### src/rtl/decoder3_8_strobe_pkg.sv
// Shared encodings and widths for the 3:8 strobe decoder and its helpers.
package decoder3_8_strobe_pkg;

  localparam int OH_W   = 8;
  localparam int CODE_W = 3;

  // 2'd3 is unused; the FSM falls back to IDLE if it ever appears.
  typedef enum logic [1:0] {
    ST_IDLE  = 2'd0,
    ST_DRIVE = 2'd1,
    ST_GAP   = 2'd2
  } state_e;

  function automatic int cnt_w(input int hold, input int gap);
    int m;
    m = (hold > gap) ? hold : gap;
    return ($clog2(m + 1) < 1) ? 1 : $clog2(m + 1);
  endfunction

endpackage

### src/rtl/decoder3_8_strobe_onehot.sv
// Pure combinational 3-bit code to 8-bit one-hot decode.
module onehot_dec3_8
  import decoder3_8_strobe_pkg::*;
(
  input  logic [CODE_W-1:0] code_i,
  output logic [OH_W-1:0]   oh_o
);

  always_comb begin
    oh_o         = '0;
    oh_o[code_i] = 1'b1;
  end

endmodule

### src/rtl/decoder3_8_strobe.sv
// Registered 3:8 one-hot strobe: accept a code, hold y for HOLD_CYCLES,
// then force GAP_CYCLES idle clocks before the next accept.
module decoder3_8_strobe
  import decoder3_8_strobe_pkg::*;
#(
  parameter int HOLD_CYCLES = 4,
  parameter int GAP_CYCLES  = 1
) (
  input  logic              clk,
  input  logic              rst_n,
  input  logic              en,
  input  logic              in_valid,
  input  logic [CODE_W-1:0] code,
  output logic              in_ready,
  output logic [OH_W-1:0]   y,
  output logic              busy,
  output logic              done
);

  localparam int CW = cnt_w(HOLD_CYCLES, GAP_CYCLES);
  localparam logic [CW-1:0] HOLD_LD = CW'(HOLD_CYCLES - 1);
  localparam logic [CW-1:0] GAP_LD  = (GAP_CYCLES > 0) ? CW'(GAP_CYCLES - 1) : '0;

  state_e              state_q, state_d;
  logic [CW-1:0]       cnt_q, cnt_d;
  logic [CODE_W-1:0]   code_q, code_d;
  logic [OH_W-1:0]     y_q, y_d;
  logic                done_q, done_d;
  logic [OH_W-1:0]     oh;
  logic                accept;

  // Decode the code that will be held next cycle, so y tracks code_q.
  onehot_dec3_8 u_dec (
    .code_i (code_d),
    .oh_o   (oh)
  );

  always_ff @(posedge clk or negedge rst_n) begin
    if (!rst_n) begin
      state_q <= ST_IDLE;
      cnt_q   <= '0;
      code_q  <= '0;
      y_q     <= '0;
      done_q  <= 1'b0;
    end else begin
      state_q <= state_d;
      cnt_q   <= cnt_d;
      code_q  <= code_d;
      y_q     <= y_d;
      done_q  <= done_d;
    end
  end

  assign accept = in_valid && in_ready;

  always_comb begin
    state_d = state_q;
    cnt_d   = cnt_q;
    code_d  = code_q;
    y_d     = '0;
    done_d  = 1'b0;
    case (state_q)
      ST_IDLE: begin
        if (accept) begin
          state_d = ST_DRIVE;
          cnt_d   = HOLD_LD;
          code_d  = code;
          y_d     = oh;
        end
      end
      ST_DRIVE: begin
        // Enable wins over the counter: an abort on the last hold clock skips done.
        if (!en) begin
          state_d = ST_IDLE;
          cnt_d   = '0;
        end else if (cnt_q != '0) begin
          cnt_d = cnt_q - 1'b1;
          y_d   = oh;
        end else begin
          done_d = 1'b1;
          if (GAP_CYCLES > 0) begin
            state_d = ST_GAP;
            cnt_d   = GAP_LD;
          end else begin
            state_d = ST_IDLE;
          end
        end
      end
      ST_GAP: begin
        if (!en) begin
          state_d = ST_IDLE;
          cnt_d   = '0;
        end else if (cnt_q != '0) begin
          cnt_d = cnt_q - 1'b1;
        end else begin
          state_d = ST_IDLE;
        end
      end
      default: begin
        state_d = ST_IDLE;
        cnt_d   = '0;
      end
    endcase
  end

  always_comb begin
    in_ready = en && (state_q == ST_IDLE);
    busy     = (state_q != ST_IDLE);
    y        = y_q;
    done     = done_q;
  end

endmodule

### config.mk
export PLATFORM = sky130hd
export DESIGN_NAME = decoder3_8_strobe
export DESIGN_NICKNAME = d
export VERILOG_FILES = /design/src/rtl/decoder3_8_strobe_pkg.sv /design/src/rtl/decoder3_8_strobe_onehot.sv /design/src/rtl/decoder3_8_strobe.sv
export SDC_FILE = /design/constraint.sdc
export NUM_CORES = 1
export LEC_CHECK = 0
export ABC_CLOCK_PERIOD_IN_PS = 1900
export CAP_MARGIN = 5
export CELL_PAD_IN_SITES_DETAIL_PLACEMENT = 1
export CELL_PAD_IN_SITES_GLOBAL_PLACEMENT = 1
export CORE_ASPECT_RATIO = 1.2
export CORE_MARGIN = 2
export CORE_UTILIZATION = 38
export CTS_CLUSTER_DIAMETER = 50
export DETAILED_ROUTE_END_ITERATION = 8
export PLACE_DENSITY_LB_ADDON = 0.1
export SYNTH_ARGS = -nofsm -noshare
export SYNTH_HDL_FRONTEND = slang
export SYNTH_SLANG_ARGS = --single-unit
### constraint.sdc
create_clock -name clk -period 1.9 [get_ports clk]
set_input_delay 0.38 -clock clk [delete_from_list [all_inputs] [get_ports clk]]
set_output_delay 0.38 -clock clk [all_outputs]
set_load 0.02 [all_outputs]
==> run_1/met1.png <==
Scale bar: 10 um.
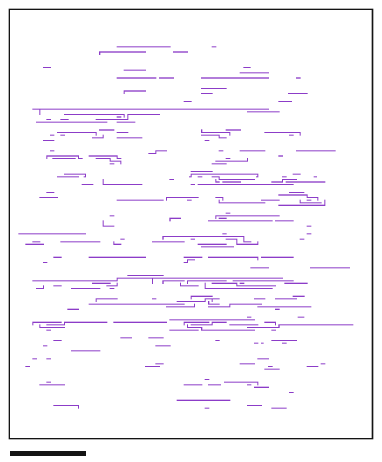
The longest straight run is 30.8 um. 104 nets have wire on it. The wires run mostly horizontal. The layer carries 667 um of wire. The layer holds 38% of the routed length.

==> run_1/met2.png <==
Scale bar: 10 um.
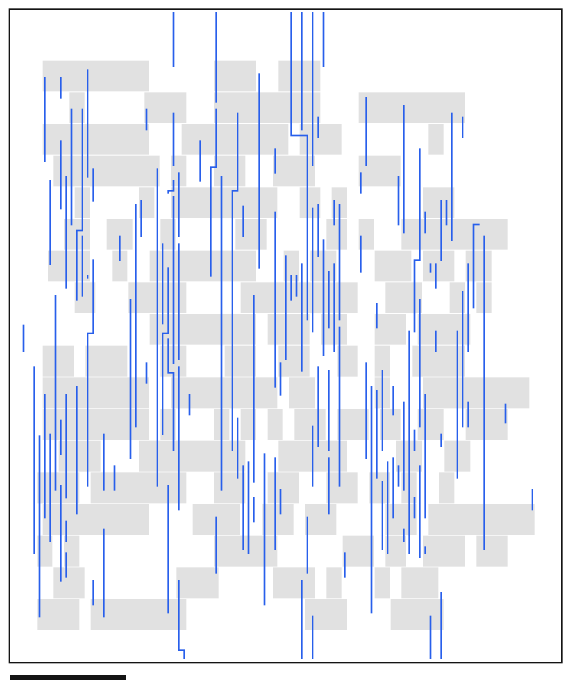
101 nets have wire on it. The longest straight run is 27.2 um. The layer holds 59% of the routed length. The wires run mostly vertical. The layer carries 1,030 um of wire.

==> results.txt, run 1 <==
run metrics: Fin Hold WS=0.397 ns, Log Warnings=27, number of standard cells reported by yosys=approximately 80, chip area in the Yosys report=856 um^2, CTS root buffer=sky130_fd_sc_hd__clkbuf_4, final-report setup violation count=0, first element of the critical path=state_q[0], ys flop type=sky130_fd_sc_hd__dfrtp_1, number of sinks handled by clock tree synthesis=17, number of clock buffers inserted by TritonCTS=3, M3 GR Usage=between 1.5 and 2%, number of enable-type register cells in the synthesized netlist=0, power in the clock group=between 0.00015 and 0.0002 W, worst hold path class=input port to asynchronous set/reset pin, number of antenna violations at the first check in global routing=0, fraction of layout cells with a size suffix above 1=about 22%, P_sw=~0.00042 W, number of primary I/O pins=18, outcome=finished, final reports clean, floorplan core area=2090 um^2, clock network power share=between 10% and 20%, area leader, netlist=sky130_fd_sc_hd__dfrtp_1, upper clock frequency limit=~0.58 GHz, antenna fix cells=0, most common library cell in the layout ignoring fill and taps=sky130_fd_sc_hd__dfrtp_1, area of placed instances=~1100 um^2, cell internal power dissipation=0.000760 W, Max VDD drop=593 uV, sum of buffers and inverters on the critical path=1, proportion of synthesized flip-flops having asynchronous set or reset=100%, wire length of the first global-routing pass=roughly 3000 um, crit path DRT=between 1.5 and 2 ns, Most Crowded Layer GR=met2, number of hold-repair buffers added at the cts stage=0, drt pass-1 iters=4, Adders+Majority by Area=2.92%, setup repair after global routing missed its margin=false, count of pins over their slew limit=0, Main area contributors=sky130_fd_sc_hd__dfrtp_1 50%, sky130_fd_sc_hd__nor2_1 6.6%, sky130_fd_sc_hd__mux2i_4 5.3%, sky130_fd_sc_hd__nand2b_1 3.7%, sky130_fd_sc_hd__a2111oi_4 3.2%, largest net degree at the start of global routing=18, CP Data Arrival Time=roughly 1.4 ns, post-synthesis average cell area=11.0 um^2
==> run_1/met3.png <==
Scale bar: 10 um.
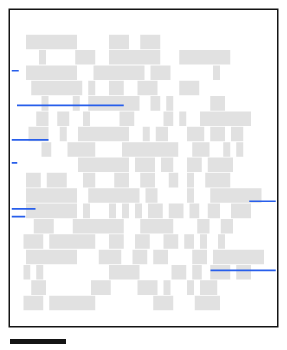
7 nets have wire on it. The longest straight run is 18.6 um. The wires run mostly horizontal.

[run 1: sequential cells by signal, indices dropped and copies added, names as in the netlist]
name	flops
cnt_q	3
code_q	3
done	1
state_q	2
y	8
[run 1: layout make-up]
class | instances | area, um^2 | area share, %
clock buffer | 4 | 26.3 | 2.27
inverter | 5 | 18.8 | 1.62
tap | 30 | 37.5 | 3.25
timing repair buffer | 27 | 246 | 21.3
sequential | 17 | 425 | 36.8
multi-input combinational | 54 | 402 | 34.7
[run 1: routing by layer]
| layer | vias to the layer above | share of wire (%) |
|---|---|---|
| met4 | 0 | 0.34 |
| met5 | - | 0 |
| met1 | 314 | 38 |
| met2 | 7 | 59 |
| met3 | 2 | 2.7 |
| li1 | 321 | - |
==> run 1 -> run 2 <==
--- a/config.mk
+++ b/config.mk
@@ -15,6 +15,7 @@
 export CTS_CLUSTER_DIAMETER = 50
 export DETAILED_ROUTE_END_ITERATION = 8
 export PLACE_DENSITY_LB_ADDON = 0.1
+export REMOVE_ABC_BUFFERS = 1
 export SYNTH_ARGS = -nofsm -noshare
 export SYNTH_HDL_FRONTEND = slang
 export SYNTH_SLANG_ARGS = --single-unit
==> run_2/met2.png <==
Scale bar: 10 um.
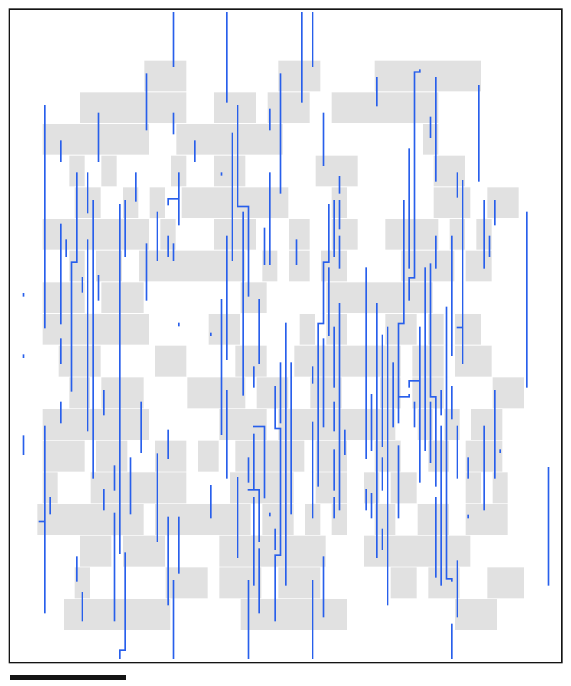
The wires run mostly vertical. The layer carries 972 um of wire.

==> results.txt, run 2 <==
run metrics: outcome=finished, final reports clean (unchanged), number of clock buffers inserted by TritonCTS=3 (unchanged), ys flop type=sky130_fd_sc_hd__dfrtp_1 (unchanged), Logic Gate Count=54 (unchanged), power in the clock group=0.000196 W (was 0.000194 W), CP Data Arrival Time=1.98 ns (was 1.36 ns), chip area in the Yosys report=856 um^2 (unchanged), drt pass-1 iters=3 (was 4), antenna fix cells=0 (unchanged), cell internal power dissipation=0.000765 W (was 0.000760 W), worst hold path class=input port to asynchronous set/reset pin (unchanged), Log Warnings=26 (was 27), crit path DRT=2.12 ns (was 1.52 ns), Fin Hold WS=0.400 ns (was 0.397 ns), number of sinks handled by clock tree synthesis=17 (unchanged), M3 GR Usage=3.25% (was 1.95%), non-clk buf share=22.1% (was 21.3%), flip-flop and latch area=425 um^2 (unchanged), area leader, netlist=sky130_fd_sc_hd__dfrtp_1 (unchanged), number of antenna violations at the first check in global routing=0 (unchanged)
==> run_2/density.png <==
9 x 11 tiles, from white (low) to dark blue (high), 0 to 100% covered.
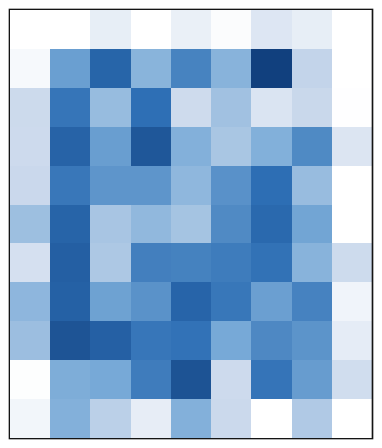
The emptiest ninth of the die: north-east. The mean over all tiles is 43%. The fullest tile reaches 94%.

[run 2: cell counts after synthesis]
Identical to the previous run, type by type.
[run 2: repair_timing]
item	4_1_cts	5_1_grt
hold endpoints to repair	0	0
gates resized	2	0
endpoints found under the setup margin	2	0
[run 2: final timing paths]
check,startpoint,endpoint,slack (ns),depth (start not counted)
max in group asynchronous,rst_n,code_q[2],1.30,2
min in group clk,code_q[2],code_q[2],0.55,1
worst max register to register,cnt_q[0],y[3],0.14,7
worst max-delay path,cnt_q[0],y[3],0.14,7
worst min-delay path,rst_n,y[3],0.40,2
worst min register to register,code_q[2],code_q[2],0.55,1
[run 2: stage by stage]
step,instances,setup WS (ns)
after floorplan,76,0.305
after global placement,135,-0.0725
after detailed placement,135,-0.0990
after CTS,139,0.113
after global routing,139,0.0152
final,139,0.137
==> run 2 -> run 3 <==
--- a/config.mk
+++ b/config.mk
@@ -5,13 +5,13 @@
 export SDC_FILE = /design/constraint.sdc
 export NUM_CORES = 1
 export LEC_CHECK = 0
-export ABC_CLOCK_PERIOD_IN_PS = 1900
+export ABC_CLOCK_PERIOD_IN_PS = 2240
 export CAP_MARGIN = 5
 export CELL_PAD_IN_SITES_DETAIL_PLACEMENT = 1
 export CELL_PAD_IN_SITES_GLOBAL_PLACEMENT = 1
 export CORE_ASPECT_RATIO = 1.2
 export CORE_MARGIN = 2
-export CORE_UTILIZATION = 38
+export CORE_UTILIZATION = 41
 export CTS_CLUSTER_DIAMETER = 50
 export DETAILED_ROUTE_END_ITERATION = 8
 export PLACE_DENSITY_LB_ADDON = 0.1
==> constraint.sdc (replaced) <==
create_clock -name clk -period 2.24 [get_ports clk]
set_input_delay 0.448 -clock clk [delete_from_list [all_inputs] [get_ports clk]]
set_output_delay 0.448 -clock clk [all_outputs]
set_load 0.02 [all_outputs]
==> run_3/density.png <==
9 x 11 tiles, from white (low) to dark blue (high), 0 to 100% covered.
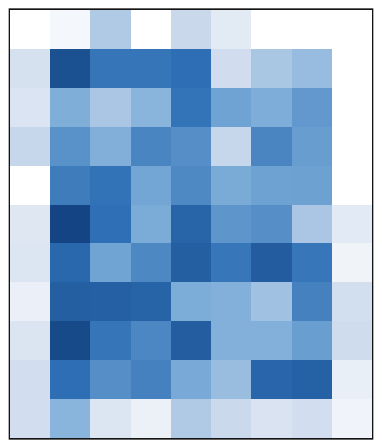
The emptiest ninth of the die: north-east. 13% of the tiles are over 75% full. The mean over all tiles is 44%.
floorplan core area: 2030 um^2
Starting Density: 42.2%
utilization after layout: 54.5%

==> results.txt, run 3 <==
run metrics: outcome=finished, final reports clean (unchanged), upper clock frequency limit=0.469 GHz, power in the clock group=0.000157 W (was 0.000196 W), share of cell area taken by multi-input logic gates=36.4% (was 34.4%), number of sinks handled by clock tree synthesis=17 (unchanged), largest net degree at the start of global routing=18 (unchanged), cell internal power dissipation=0.000623 W (was 0.000765 W), Fin Hold WS=0.493 ns (was 0.400 ns), invs w/o clock=5 (unchanged), number of hold-repair buffers added at the cts stage=0 (unchanged), number of well taps=20 (was 30), Clock buffer cells=4 (was 3), area of placed instances=1080 um^2 (was 1140 um^2), area leader, netlist=sky130_fd_sc_hd__dfrtp_1 (unchanged), antenna fix cells=0 (unchanged), Logic Gate Count=54 (unchanged), clock network power share=16.3% (about the same), wire length of the first global-routing pass=3020 um (was 3430 um), Seq Cell Count=17 (unchanged), Main area contributors=sky130_fd_sc_hd__dfrtp_1 50%, sky130_fd_sc_hd__nor2_1 6.6%, sky130_fd_sc_hd__mux2i_4 5.3%, sky130_fd_sc_hd__nand2b_1 3.7%, sky130_fd_sc_hd__a2111oi_4 3.2% (unchanged), CP Data Arrival Time=1.68 ns (was 1.98 ns), count of pins over their slew limit=0 (unchanged), count of cells resized by post-cts repair=0 (was 2), number of clock buffers inserted by TritonCTS=3 (unchanged), setup repair after global routing missed its margin=false (unchanged), Critical R2R Launch=cnt_q[0] (unchanged), final-report setup violation count=0 (unchanged), slack of the worst reg-to-reg path=0.45 ns (was 0.14 ns), worst hold path class=input port to asynchronous set/reset pin (unchanged), setup slack at placement=0.104 ns (was -0.0990 ns), instance count after placement with tap cells included=118 (was 135), CTS root buffer=sky130_fd_sc_hd__clkbuf_4 (unchanged), flip-flop and latch area=425 um^2 (unchanged), chip area in the Yosys report=856 um^2 (unchanged), number of standard cells in the final layout excluding fillers=122 (was 139), area of combinational cells with multiple inputs=402 um^2 (unchanged), Signal buffers=22 (was 29), Setup crit end=in_ready (was y[3]), ys flop type=sky130_fd_sc_hd__dfrtp_1 (unchanged), largest cell class by area=registers (unchanged), number of enable-type register cells in the synthesized netlist=0 (unchanged)
==> run_3/met3.png <==
Scale bar: 10 um.
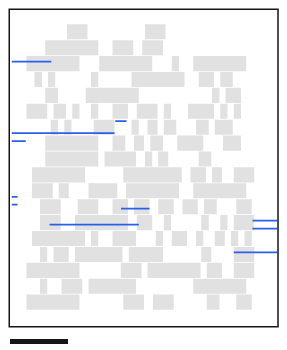
The layer holds 3.7% of the routed length. The layer carries 62.8 um of wire. 9 nets have wire on it. The wires run mostly horizontal. The longest straight run is 17.2 um.

## run 3: cell count changes in the layout (fill, tap and decap cells not counted)
cell / delta
sky130_fd_sc_hd__buf_4: -7
sky130_fd_sc_hd__clkbuf_1: +1
sky130_fd_sc_hd__clkdlybuf4s50_1: +2
sky130_fd_sc_hd__clkinv_2: -1
sky130_fd_sc_hd__dlygate4sd2_1: -2
## run 3: routing by layer
| layer | vias to the layer above | share of wire (%) | GRT usage (%) |
|---|---|---|---|
| met5 | - | 0 | 0 |
| met4 | 0 | 2.5 | 10.0 |
| met3 | 4 | 3.7 | 4.70 |
| met2 | 11 | 54 | 30.5 |
| met1 | 315 | 40 | 20.3 |
| li1 | 309 | - | - |

==> gallery <==
Routing congestion.
image #1
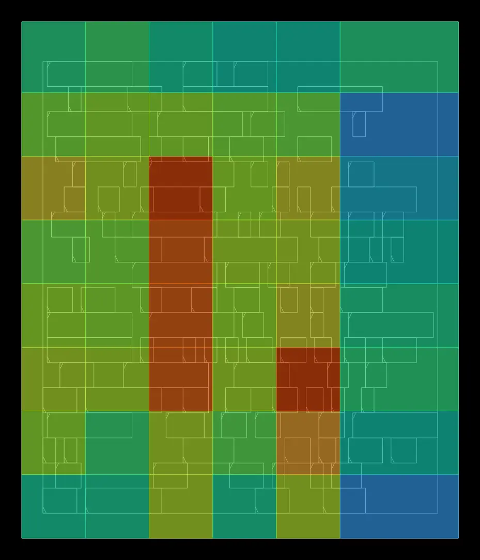
image #2
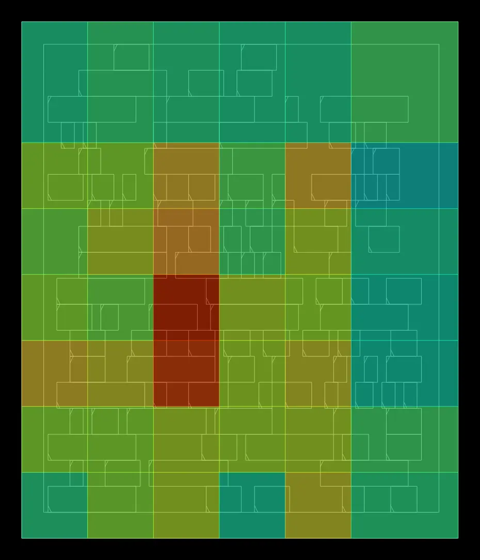
Image #2 comes from run 3.
Image #1 comes from run 1.

Power and IR drop assume default switching activity.
